**src/rtl/mem_arbiter.sv**
```systemverilog
// Round-robin memory arbiter: NUM_PORTS masters share one memory port.
// Grants are combinational, the accepted command is registered onto the
// memory bus, and read responses are routed back by a fixed-latency
// {valid, port} tracking pipeline.
module mem_arbiter #(
    parameter int NUM_PORTS   = 2,
    parameter int ADDR_WIDTH  = 16,
    parameter int DATA_WIDTH  = 16,
    parameter int MEM_LATENCY = 1
) (
    input  logic                             clk,
    input  logic                             rst,
    input  logic [NUM_PORTS*ADDR_WIDTH-1:0]  req_addr,
    input  logic [NUM_PORTS*DATA_WIDTH-1:0]  req_wdata,
    input  logic [NUM_PORTS-1:0]             req_re,
    input  logic [NUM_PORTS-1:0]             req_we,
    output logic [NUM_PORTS-1:0]             req_gnt,
    output logic [DATA_WIDTH-1:0]            rsp_rdata,
    output logic [NUM_PORTS-1:0]             rsp_valid,
    output logic [ADDR_WIDTH-1:0]            mem_addr,
    output logic [DATA_WIDTH-1:0]            mem_wdata,
    output logic                             mem_re,
    output logic                             mem_we,
    input  logic [DATA_WIDTH-1:0]            mem_rdata
);

    localparam int IDX_W = (NUM_PORTS > 1) ? $clog2(NUM_PORTS) : 1;

    // Arbitration state and the selected requester
    logic [IDX_W-1:0]      last_reg;
    logic [NUM_PORTS-1:0]  req_any;
    logic                  gnt_found;
    logic [IDX_W-1:0]      gnt_idx;
    logic                  gnt_valid;
    logic [ADDR_WIDTH-1:0] sel_addr;
    logic [DATA_WIDTH-1:0] sel_wdata;
    logic                  sel_re;
    logic                  sel_we;

    // Registered memory command
    logic [ADDR_WIDTH-1:0] mem_addr_reg;
    logic [DATA_WIDTH-1:0] mem_wdata_reg;
    logic                  mem_re_reg;
    logic                  mem_we_reg;

    // Read tracking pipeline: stage k is visible k+1 cycles after the grant
    logic                  pipe_valid_reg [0:MEM_LATENCY];
    logic [IDX_W-1:0]      pipe_port_reg  [0:MEM_LATENCY];

    // Response registers
    logic [NUM_PORTS-1:0]  rsp_valid_reg;
    logic [NUM_PORTS-1:0]  rsp_valid_next;
    logic [DATA_WIDTH-1:0] rsp_rdata_reg;

    // (base + off) mod NUM_PORTS without a general modulo; off is 1..NUM_PORTS
    function automatic logic [IDX_W-1:0] wrap_idx(input logic [IDX_W-1:0] base, input int off);
        int sum;
        sum = int'(base) + off;
        if (sum >= NUM_PORTS) begin
            sum = sum - NUM_PORTS;
        end
        return IDX_W'(sum);
    endfunction

    assign req_any = req_re | req_we;

    // Round-robin search starting just after the last granted port
    always_comb begin
        gnt_found = 1'b0;
        gnt_idx   = '0;
        for (int k = 1; k <= NUM_PORTS; k++) begin
            if (!gnt_found && req_any[wrap_idx(last_reg, k)]) begin
                gnt_found = 1'b1;
                gnt_idx   = wrap_idx(last_reg, k);
            end
        end
    end

    // Grants are suppressed while reset is held, even though requests may be present
    assign gnt_valid = gnt_found & rst;

    generate
        for (genvar gi = 0; gi < NUM_PORTS; gi++) begin : g_gnt
            assign req_gnt[gi] = gnt_valid && (gnt_idx == IDX_W'(gi));
        end
    endgenerate

    // Pick the winning port's command; read+write together counts as a write
    assign sel_addr  = req_addr[int'(gnt_idx)*ADDR_WIDTH +: ADDR_WIDTH];
    assign sel_wdata = req_wdata[int'(gnt_idx)*DATA_WIDTH +: DATA_WIDTH];
    assign sel_we    = req_we[gnt_idx];
    assign sel_re    = req_re[gnt_idx] & ~req_we[gnt_idx];

    // Register the accepted command and advance the round-robin pointer
    always_ff @(posedge clk or negedge rst) begin
        if (!rst) begin
            last_reg      <= IDX_W'(NUM_PORTS - 1);
            mem_addr_reg  <= '0;
            mem_wdata_reg <= '0;
            mem_re_reg    <= 1'b0;
            mem_we_reg    <= 1'b0;
        end else begin
            mem_re_reg <= gnt_found & sel_re;
            mem_we_reg <= gnt_found & sel_we;
            if (gnt_found) begin
                last_reg      <= gnt_idx;
                mem_addr_reg  <= sel_addr;
                mem_wdata_reg <= sel_wdata;
            end
        end
    end

    // First tracking stage records which port a read belongs to
    always_ff @(posedge clk or negedge rst) begin
        if (!rst) begin
            pipe_valid_reg[0] <= 1'b0;
            pipe_port_reg[0]  <= '0;
        end else begin
            pipe_valid_reg[0] <= gnt_found & sel_re;
            pipe_port_reg[0]  <= gnt_idx;
        end
    end

    generate
        for (genvar gi = 1; gi <= MEM_LATENCY; gi++) begin : g_pipe
            // Shift the read tag one stage per cycle to match memory latency
            always_ff @(posedge clk or negedge rst) begin
                if (!rst) begin
                    pipe_valid_reg[gi] <= 1'b0;
                    pipe_port_reg[gi]  <= '0;
                end else begin
                    pipe_valid_reg[gi] <= pipe_valid_reg[gi-1];
                    pipe_port_reg[gi]  <= pipe_port_reg[gi-1];
                end
            end
        end
    endgenerate

    generate
        for (genvar gi = 0; gi < NUM_PORTS; gi++) begin : g_rsp
            assign rsp_valid_next[gi] = pipe_valid_reg[MEM_LATENCY] &&
                                        (pipe_port_reg[MEM_LATENCY] == IDX_W'(gi));
        end
    endgenerate

    // Capture memory data when the tag leaves the pipeline; data holds otherwise
    always_ff @(posedge clk or negedge rst) begin
        if (!rst) begin
            rsp_valid_reg <= '0;
            rsp_rdata_reg <= '0;
        end else begin
            rsp_valid_reg <= rsp_valid_next;
            if (pipe_valid_reg[MEM_LATENCY]) begin
                rsp_rdata_reg <= mem_rdata;
            end
        end
    end

    assign mem_addr  = mem_addr_reg;
    assign mem_wdata = mem_wdata_reg;
    assign mem_re    = mem_re_reg;
    assign mem_we    = mem_we_reg;
    assign rsp_valid = rsp_valid_reg;
    assign rsp_rdata = rsp_rdata_reg;

endmodule

```
**config.mk**
```make
export PLATFORM = sky130hd
export DESIGN_NAME = mem_arbiter
export DESIGN_NICKNAME = d
export VERILOG_FILES = /design/src/rtl/mem_arbiter.sv
export SDC_FILE = /design/constraint.sdc
export NUM_CORES = 1
export LEC_CHECK = 0
export CORE_MARGIN = 5
export CORE_UTILIZATION = 40
export DETAILED_ROUTE_END_ITERATION = 10
export GPL_ROUTABILITY_DRIVEN = 0
export PLACE_DENSITY_LB_ADDON = 0.3
export SYNTH_ARGS = -nofsm -noshare
export SYNTH_HDL_FRONTEND = slang
export SYNTH_SLANG_ARGS = --single-unit
```
**constraint.sdc**
```tcl
create_clock -name clk -period 3.3 [get_ports clk]
set_input_delay 0.66 -clock clk [delete_from_list [all_inputs] [get_ports clk]]
set_output_delay 0.66 -clock clk [all_outputs]
set_load 0.02 [all_outputs]
```
Fig. 1: run 1, where the registers sit
Scale bar: 20 um. Other sequential cells in the stronger grey, the rest of the logic in the fainter grey.
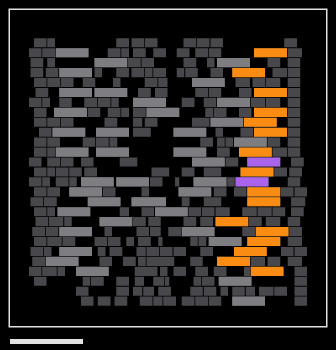
Orange stands for `rsp_rdata`, sequential cells 16. Purple stands for `rsp_valid`, sequential cells 2.
Another 38 sequential cells are not coloured.

Fig. 2: run 1, I/O pins on the die edge
Scale bar: 20 um. Pins as bars across the die edge, other pins in grey.
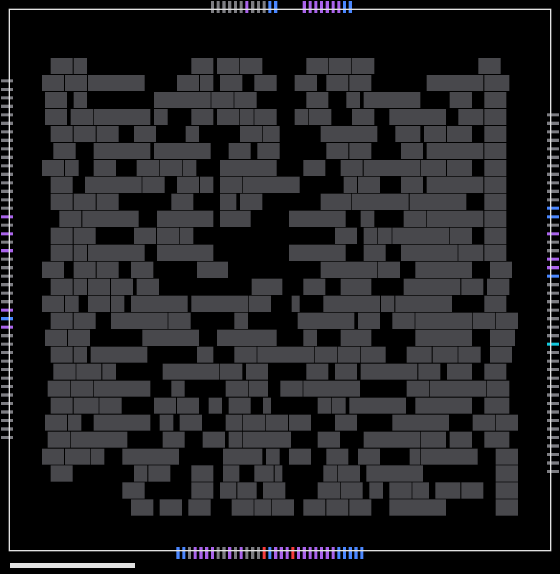
Blue stands for `mem_wdata`, pins 16, direction output, edge 8 south, 4 north, 3 east, 1 west. Cyan stands for `mem_re`, pins 1, direction output, edge east. Red stands for `req_gnt`, pins 2, direction output, edge south. Purple stands for `req_wdata`, pins 32, direction input, edge 16 south, 8 north, 5 west, 3 east.
All pins by edge: 43 west, 43 east, 33 south, 21 north.

Fig. 3: run 1, layout detail
Scale bar: 20 um. Window x 18 to 68, y 36 to 86 um. Cells in grey, sequential cells in the stronger grey; small squares are vias.
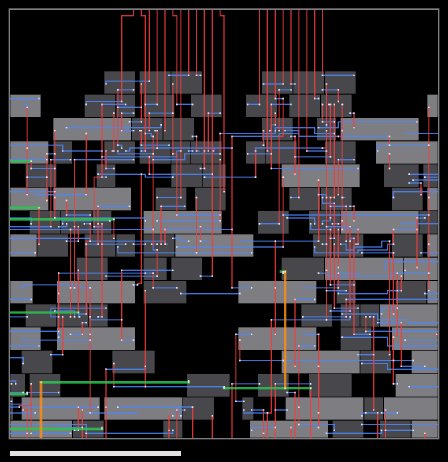
Orange stands for met4. Green stands for met3. Blue stands for met1. Red stands for met2.
Most frequent: clkdlybuf4s50_1 (40), dfrtp_1 (23), and2_1 (14). 99 logic cells have their middle in the window. Netlist names of flops here include `mem_wdata` (9), `mem_addr` (5), `rsp_rdata` (3). Sequential cells in the window: 23.

Fig. 4: run 1, clock wiring as the flow saved it
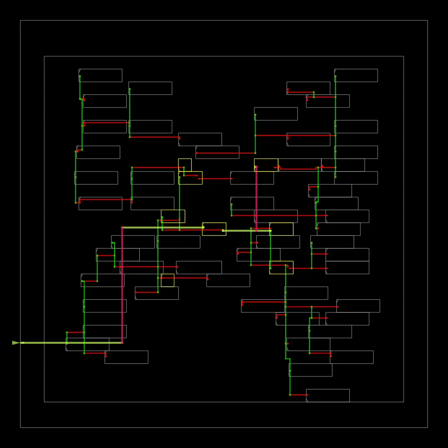
skew final: 0.00759 ns
clock distribution power: 0.381 mW

==> Flow_metrics.wiki, run 1 <==
== Implementation results ==
{| class="wikitable"
! Metric !! Value
|-
| Result of the run || finished clean
|-
| # diodes || 0
|-
| CP endpoint || req_gnt[1]
|-
| Flip-flop and latch power || 0.857 mW
|-
| Final hold viol count || 0
|-
| Via count of the first global-routing pass || 2,037
|-
| Area delta synth->final || 63.8%
|-
| Adder-cell area share of the yosys netlist || 0
|-
| Number of hold buffers added after CTS || 0
|-
| Sink count of the clock tree || 56
|-
| Vias after detailed routing || 1,867
|-
| Total negative setup slack || 0 ns
|-
| Met3 Resource Use GR || 0.0542
|-
| Count of inverters other than clock inverters in the layout || 0
|-
| RSZ-0062 raised after global routing || false
|-
| Launching point of the worst reg2reg path || last_reg
|-
| Worst-case headroom to the max-slew limit || 0.541
|-
| Final Power || 1.88 mW
|-
| Met1 track demand over resource || 0.225
|-
| Top cell type by total area after synthesis || sky130_fd_sc_hd__dfrtp_1
|-
| Net count, final || 387
|-
| Register-to-Register Setup Slack || 1.74 ns
|-
| Slowest CP cell || sky130_fd_sc_hd__clkdlybuf4s50_1
|-
| CP Data Required Time || 2.64 ns
|-
| Worst slack on hold paths || 0.361 ns
|-
| Stages on the worst setup path || 5
|-
| Gate count after technology mapping || 162
|-
| Global-route wire length before repair || 10,300 um
|-
| Kind of end point of the critical path || output port
|-
| Peak-usage layer in the global routing report || met2
|-
| Detailed-route vias per instance || 4.99
|-
| Overall die height || 86.5 um
|-
| Fraction of synthesized cell area in xor and xnor cells || 0
|-
| Most frequent cells in the layout || sky130_fd_sc_hd__clkdlybuf4s50_1 (138), sky130_fd_sc_hd__dfrtp_1 (55), sky130_fd_sc_hd__and2_1 (34), sky130_fd_sc_hd__a221o_1 (29), sky130_fd_sc_hd__mux2_2 (16)
|-
| P per Cell Area || 491 nW/um^2
|-
| Sequential cell area in the final layout || 1400 um^2
|-
| Placement Setup Slack || 0.363 ns
|-
| Number of max-cap violations || 0
|-
| Synthesis warning total || 0
|-
| Area of all placed cells without fillers || 3830 um^2
|-
| Combinational cell area excluding buffers and inverters || 827 um^2
|-
| Number of synthesized flops with an enable pin || 0
|-
| Most common library cell in the layout ignoring fill and taps || sky130_fd_sc_hd__clkdlybuf4s50_1
|-
| Power share of the sequential group || 0.455
|-
| Complex-gate fraction of the synthesized area || 0.160
|-
| Top routing layer in use || met4
|-
| Worst IR Drop VDD || 221 uV
|-
| Post-detail-place hpwl || 4930 um
|-
| Buffers inserted during post-CTS setup optimization || 0
|-
| Layout buffer count excluding clock buffers || 143
|-
| Maximum root-to-sink buffer count || 2
|-
| Power dissipated by switching net loads || 0.555 mW
|-
| Total global routing overflow || 0
|-
| Post-synthesis simple-gate area fraction || 0.116
|-
| Antenna violations before repair || 0
|-
| Antenna violation net count after detailed routing || 0
|-
| Largest area class, layout || non-clock buffers
|-
| I/O Buffers || 139
|-
| Pin count of the biggest net entering global routing || 57
|-
| Total Routing Usage GR || 0.174
|-
| H-tree depth || 2
|-
| Critical-path cell list || clkdlybuf4s50_1 -> o21a_2 -> nor2_2 -> and2_2 -> clkdlybuf4s50_1
|-
| Combinational share of cell area || 0.216
|-
| Data arrival time of the worst path || 2.28 ns
|-
| Post-place instance area || 3740 um^2
|-
| Cells resized by post-CTS repair || 0
|-
| Layout buffering overhead excluding clock cells || 0.369
|}
Fig. 5: run 1, M1 wires
Scale bar: 20 um.
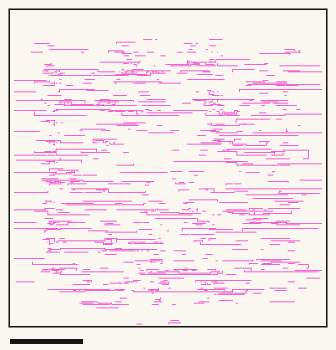

==> run 1 -> run 2 <==
- CELL_PAD_IN_SITES_DETAIL_PLACEMENT: not set -> 0
- CELL_PAD_IN_SITES_GLOBAL_PLACEMENT: not set -> 1
- CORE_MARGIN: 5 -> not set
- CORE_UTILIZATION: 40 -> 30
Fig. 6: run 2, M1 wires
Scale bar: 20 um.
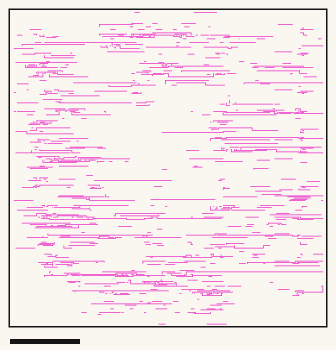
The longest straight run is 39.1 um. The layer holds 46% of the routed length. The layer carries 2,730 um of wire. The wires run mostly horizontal.

Fig. 7: run 2, clock wiring as the flow saved it
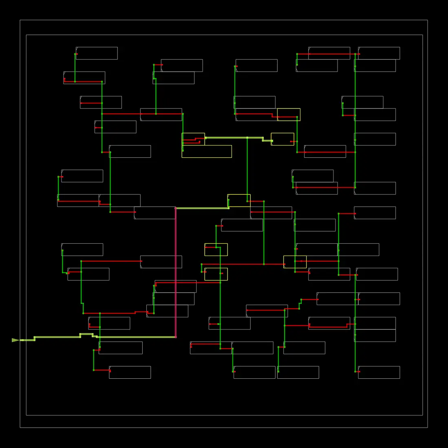
clock buf count: 7
clock distribution power: 0.477 mW
insertion delay of the later-clocked pin in the worst-skew pair: 0.30 ns
number of sequential cells: 56

==> run 2 against run 1 <==
Compared with the run above:
- combinational power decreased by 0.8%
- sequential cell count unchanged
- wire length decreased by 8.4%
- critical path type unchanged
- sequential share of layout area decreased by 0.66 points
- clock-buffer cell count increased by 1
- highest routed layer unchanged
- first-iteration DRC count increased by 67%
- cell area increased by 1.8%
- total power increased by 4.7%
- largest cell class unchanged
==> Flow_metrics.wiki, run 2 <==
== Implementation results ==
{| class="wikitable"
! Metric !! Value
|-
| Cell area after synthesis || 2340 um^2
|-
| WP buf/inv || 2
|-
| Start point of the worst min-delay path || pipe_port_reg[1]
|-
| Placement Rows || 31
|-
| Multi-input gate count || 95
|-
| Start-to-end type of the worst setup path || input pin to output port
|-
| Post-Synthesis Mean Instance Area || 14.5 um^2
|-
| CTS root buffer || sky130_fd_sc_hd__clkbuf_8
|-
| Share of cell area taken by muxes after synthesis || 0.0770
|-
| H-tree depth || 2 (unchanged)
|-
| Gate count after technology mapping || 162 (unchanged)
|-
| Family of cells with the greatest summed delay on the critical path || buffers and inverters
|-
| Area of all placed cells without fillers || 3900 um^2 (+1.8%)
|-
| Antenna violations before repair || 0 (unchanged)
|-
| Top routing layer in use || met4
|-
| Stages on the worst setup path || 5 (unchanged)
|-
| Total Routing Usage GR || 0.153 (-0.0217)
|-
| Antenna violation net count after detailed routing || 0 (unchanged)
|-
| Core utilization at floorplan || 0.316
|-
| Met1 track demand over resource || 0.199 (-0.0254)
|-
| Flip-flop and latch power || 0.854 mW (about the same)
|-
| Register-to-Register Setup Slack || 1.74 ns (about the same)
|-
| Chip area estimate from yosys synthesis || 2340 um^2
|-
| Actual slew at the worst max-slew pin || 0.674 ns
|-
| Worst-case headroom to the max-slew limit || 0.550 (+0.00898)
|-
| Number of tap cells added at floorplan || 99
|-
| Internal power consumption || 1.42 mW
|-
| Endpoint of the worst-slack reg-to-reg timing path || mem_addr[2]
|-
| CP Data Required Time || 2.64 ns (about the same)
|-
| Largest logic family || AND-OR/OR-AND gates
|-
| RSZ-0062 raised after global routing || false
|-
| Launching point of the worst reg2reg path || last_reg
|-
| I/O Buffers || 139 (unchanged)
|-
| Skew final || 0.00971 ns (+0.00212 ns)
|-
| Top cells by area in the synthesized netlist || sky130_fd_sc_hd__dfrtp_1 (59%), sky130_fd_sc_hd__a221o_1 (12%), sky130_fd_sc_hd__and2_1 (9.1%)
|-
| Static leakage power || 1.60 nW
|-
| Post-detail-place hpwl || 4180 um (-15%)
|-
| Detail Route met3 WL || 435 um
|-
| Global-route wire length before repair || 9760 um (-4.9%)
|-
| # diodes || 0 (unchanged)
|-
| Layout buffer count excluding clock buffers || 144 (+0.70%)
|-
| Cells resized by post-CTS repair || 0 (unchanged)
|-
| Worst setup path startpoint || req_we[0]
|-
| Layout buffering overhead excluding clock cells || 0.365 (-0.00471)
|-
| Total global routing overflow || 0 (unchanged)
|-
| Detailed-route DRC error count || 0
|-
| Most used cell, CP || sky130_fd_sc_hd__clkdlybuf4s50_1
|-
| Power dissipated by switching net loads || 0.546 mW (-1.7%)
|-
| Post-place instance area || 3780 um^2 (+1.1%)
|-
| Result of the run || finished clean
|-
| Most common library cell in the layout ignoring fill and taps || sky130_fd_sc_hd__clkdlybuf4s50_1
|-
| Final worst path period share || 0.890
|-
| Sequential cell area in the final layout || 1400 um^2 (unchanged)
|-
| Worst setup SP type || input pin
|-
| Combinational power share || 0.324
|-
| Fraction of synthesized cell area in xor and xnor cells || 0 (unchanged)
|-
| Number of hold buffers added after CTS || 0 (unchanged)
|-
| Comb power || 0.639 mW
|-
| Die Footprint || 8160 um^2
|-
| Count of inverters other than clock inverters in the layout || 0 (unchanged)
|-
| Slowest CP cell || sky130_fd_sc_hd__clkdlybuf4s50_1
|-
| Horizontal die size || 90.3 um
|-
| Synthesis warning total || 0 (unchanged)
|-
| Final hold viol count || 0 (unchanged)
|-
| Total negative setup slack || 0 ns (unchanged)
|-
| Peak-usage layer in the global routing report || met2
|-
| Largest area class, layout || non-clock buffers
|-
| Aggregate routed wire length || 5860 um
|-
| Detailed-routing iteration count for the pre-antenna-repair pass || 4
|-
| Number of max-cap violations || 0 (unchanged)
|-
| Worst slack on hold paths || 0.364 ns (+0.00291 ns)
|-
| Number of setup violations in the final report || 0
|-
| Worst IR Drop VDD || 191 uV (-14%)
|-
| Met3 Resource Use GR || 0.0522 (-0.00199)
|-
| Complex-gate fraction of the synthesized area || 0.160 (unchanged)
|-
| Post-synthesis simple-gate area fraction || 0.116 (unchanged)
|-
| Combinational share of cell area || 0.212 (-0.00387)
|-
| Kind of end point of the critical path || output port
|-
| Sink count of the clock tree || 56 (unchanged)
|-
| Via count of the first global-routing pass || 1,943 (-4.6%)
|-
| Pin count of the biggest net entering global routing || 57 (unchanged)
|-
| Top cell type by total area after synthesis || sky130_fd_sc_hd__dfrtp_1
|-
| Most frequent cells in the layout || sky130_fd_sc_hd__clkdlybuf4s50_1 (138), sky130_fd_sc_hd__dfrtp_1 (55), sky130_fd_sc_hd__and2_1 (34), sky130_fd_sc_hd__a221o_1 (29), sky130_fd_sc_hd__mux2_2 (16)
|-
| Power share of the sequential group || 0.434 (-0.021)
|-
| Data arrival time of the worst path || 2.28 ns (about the same)
|-
| Maximum root-to-sink buffer count || 2 (unchanged)
|-
| CP endpoint || req_gnt[1]
|-
| Adder-cell area share of the yosys netlist || 0 (unchanged)
|-
| CTS tree || yes
|-
| CTS Buf Count || 5
|-
| P per Cell Area || 505 nW/um^2 (+2.8%)
|-
| Worst hold path cell count || 0
|-
| Final Critical Period || 2.94 ns
|-
| Post-synth top cells || sky130_fd_sc_hd__dfrtp_1 (55), sky130_fd_sc_hd__and2_1 (34), sky130_fd_sc_hd__a221o_1 (29), sky130_fd_sc_hd__mux2_2 (16), sky130_fd_sc_hd__buf_6 (9)
|-
| Overall die height || 90.3 um (+4.4%)
|-
| Final count of pins violating max slew || 0
|-
| Placement Setup Slack || 0.344 ns (-0.0190 ns)
|-
| Number of placed I/O pins || 140
|-
| Number of synthesized flops with an enable pin || 0 (unchanged)
|-
| Buffers inserted during post-CTS setup optimization || 0 (unchanged)
|-
| Share of post-route cells with drive strength above 1 || 0.135
|-
| Critical-path cell list || clkdlybuf4s50_1 -> o21a_2 -> nor2_2 -> and2_2 -> clkdlybuf4s50_1
|-
| Switching share of power || 0.277
|-
| Combinational cell area excluding buffers and inverters || 827 um^2 (unchanged)
|-
| Path category of the worst min-delay check || flop to flop
|-
| Area delta synth->final || 66.8%
|-
| Vias after detailed routing || 1,878 (+0.59%)
|-
| Fill cell count || 651
|-
| Highest fanout seen on the critical path || 5
|-
| Count of cell types in the netlist || 18
|-
| Final Power || 1.97 mW (+4.7%)
|-
| Total instance count after detailed placement || 394
|-
| Net count, final || 388 (+0.26%)
|-
| Detailed-route vias per instance || 4.67 (-6.4%)
|}
Power and IR drop assume default switching activity.
